M4 wires:
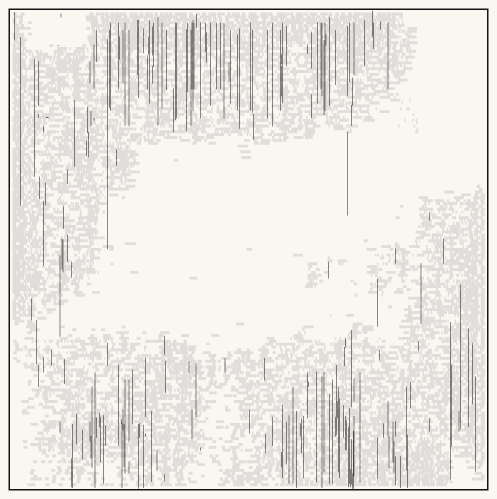
PDN straps and rails:
Scale bar: 100 µm. Pins as bars on the die edge. Tap cells in gray.
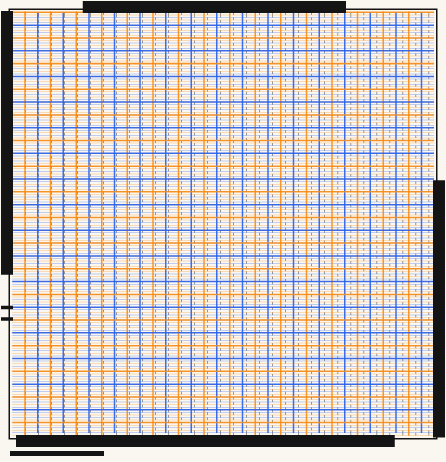
Metal layers overlaid:
Two of the layers only.
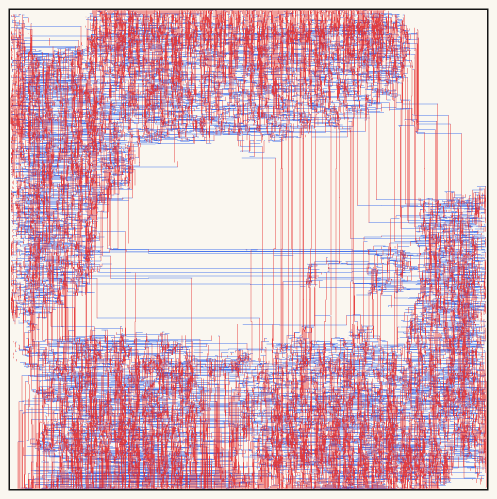
Routing congestion:
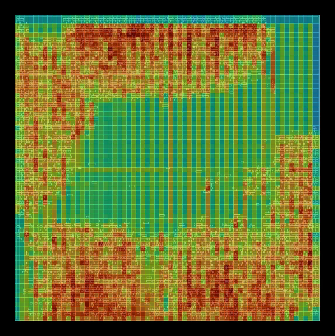
==> config.mk <==
export PLATFORM = sky130hd
export DESIGN_NAME = ndp_stream_sequencer
export DESIGN_NICKNAME = d
export VERILOG_FILES = /design/src/rtl/ndp_stream_sequencer.sv
export SDC_FILE = /design/constraint.sdc
export NUM_CORES = 2
export LEC_CHECK = 0
export CORE_AREA = 2 2 450 452
export CTS_BUF_LIST = sky130_fd_sc_hd__clkbuf_4 sky130_fd_sc_hd__clkbuf_8
export CTS_CLUSTER_DIAMETER = 40
export CTS_CLUSTER_SIZE = 20
export DETAILED_ROUTE_END_ITERATION = 8
export DIE_AREA = 0 0 452 454
export PLACE_DENSITY = 0.55
export SYNTH_ARGS = -nofsm -noshare
export SYNTH_HDL_FRONTEND = slang
export SYNTH_SLANG_ARGS = --single-unit
==> constraint.sdc <==
create_clock -name axi_aclk -period 2.2 [get_ports axi_aclk]
set_clock_uncertainty 0.05 [all_clocks]
set_input_delay 0.44 -clock axi_aclk [delete_from_list [all_inputs] [get_ports axi_aclk]]
set_output_delay 0.44 -clock axi_aclk [all_outputs]
set_load 0.05 [all_outputs]
==> run summary <==
run status = finished, violations left
violated checks = setup timing
Buf/Inv on CP = 3
Gate Count Post-Synth = 5,687
Worst Path Arrival = 2.39 ns
Post-synth area hogs = dfrtp_1 (56%), nand2_1 (16%), a31oi_1 (13%)
Mux area share = 0.000689
clock buffer count = 242
number of enable flip-flop cells = 0
Largest register FFs = 1,024
Commonest flop = dfrtp_1
Plain + repair buffers = 2,442
Reg power frac = 0.403
simple share = 0.249
Insertion Delay late pin = 0.99 ns
mapped cell area = 47,200 µm²
registers = 1,048
Sink Count = 1,048
routed wl met3 = 16,000 µm
Clk power = 23.1 mW
first-pass GRT wire length = 339,000 µm
Non-Clock Inverter Count = 5
clock power share = 0.480
met1 wire length = 101,000 µm
fin crit share = 1.31
syn_area_per_cell = 8.31 µm²
top cell family by delay on the critical path = simple AND/OR/NAND/NOR gates
Slew Viols, Final = 0
post-CTS sizing = 338
non-clk buf share = 0.337
Internal = 35.4 mW
ao+oa area frac = 0.142
crit path DRT = 1.71 ns
top-count cell post-synth = nand2_1
top sig layer = met5
area leader, netlist = dfrtp_1
Die X = 452 µm
cell area after placement = 63,500 µm²
TNS Setup = -113.88 ns
reg2reg path depth = 14
Seq share, synth = 0.555
global route overflow = 0
initial antenna violation count = 67
slack of the critical path = -0.677 ns
Final setup viols = 973
DR pass1 iterations = 6
ant diodes = 55
top post-synthesis cells by count = nand2_1 (1,992), dfrtp_1 (1,048), nor2_1 (1,001), a31oi_1 (993), clkbuf_1 (230)
Period minus WS final = 2.88 ns
fin cells = 10,740
critical path capture point type = output port
largest net degree at the start of global routing = 137
Area growth syn-to-layout = 71.0%
ClkCell Share = 0.0597
Worst path depth = 6
hold path cells = 3
Yosys cell types = 45
Final nets = 8,910
combinational power = 5.63 mW
Comb power frac = 0.117
relative slew slack = 0.518
Worst-Margin Slew = 0.723 ns
hold_ws = 0.0888 ns
Post-DP HPWL = 180,000 µm
max_cap viols = 0
Leak = 36.4 nW
Post-synth regs = 1,048
switch share = 0.263
yosys xor share = 0.00223
core area = 201,000 µm²
critical path peak fanout = 8
unrepaired setup endpoints after global routing = yes
tool warnings = 39
Reg area = 26,200 µm²
Slowest-stage cell, CP = dfrtp_1
CP cell instances = and3b_2 > and3_4 > buf_12 > clkbuf_16 > and2_4 > buf_12
-- 'M4 wires' (at the start) --
share of all routed wire: 4.0%
nets with wire on the layer: 163
main direction: vertical
wire length on this layer: 9,960 µm
via count: 51,486
routed wire length: 247,000 µm

-- 'PDN straps and rails' (at the start) --
| color | net |
|---|---|
| blue | VDD |
| orange | VSS |
met1 rails: 166
met4 straps: 32
DIE HEIGHT: 454 µm
worst vdd ir: 533 µV

-- 'metal layers overlaid' (at the start) --
| color | layer | wire length |
|---|---|---|
| red | metal 2 | 120 mm |
| blue | metal 1 | 101 mm |
All-Layer GR Usage: 0.224
DR WL/cell: 23.0 µm

-- 'routing congestion' (at the start) --
GR peak layer: met2
M2 GR Usage: 0.374
met1 Resource Use GR: 0.282
met3 GRT Util: 0.0464
utilization after layout: 0.402

No activity file was given, so power comes from the tool's default toggle rates.
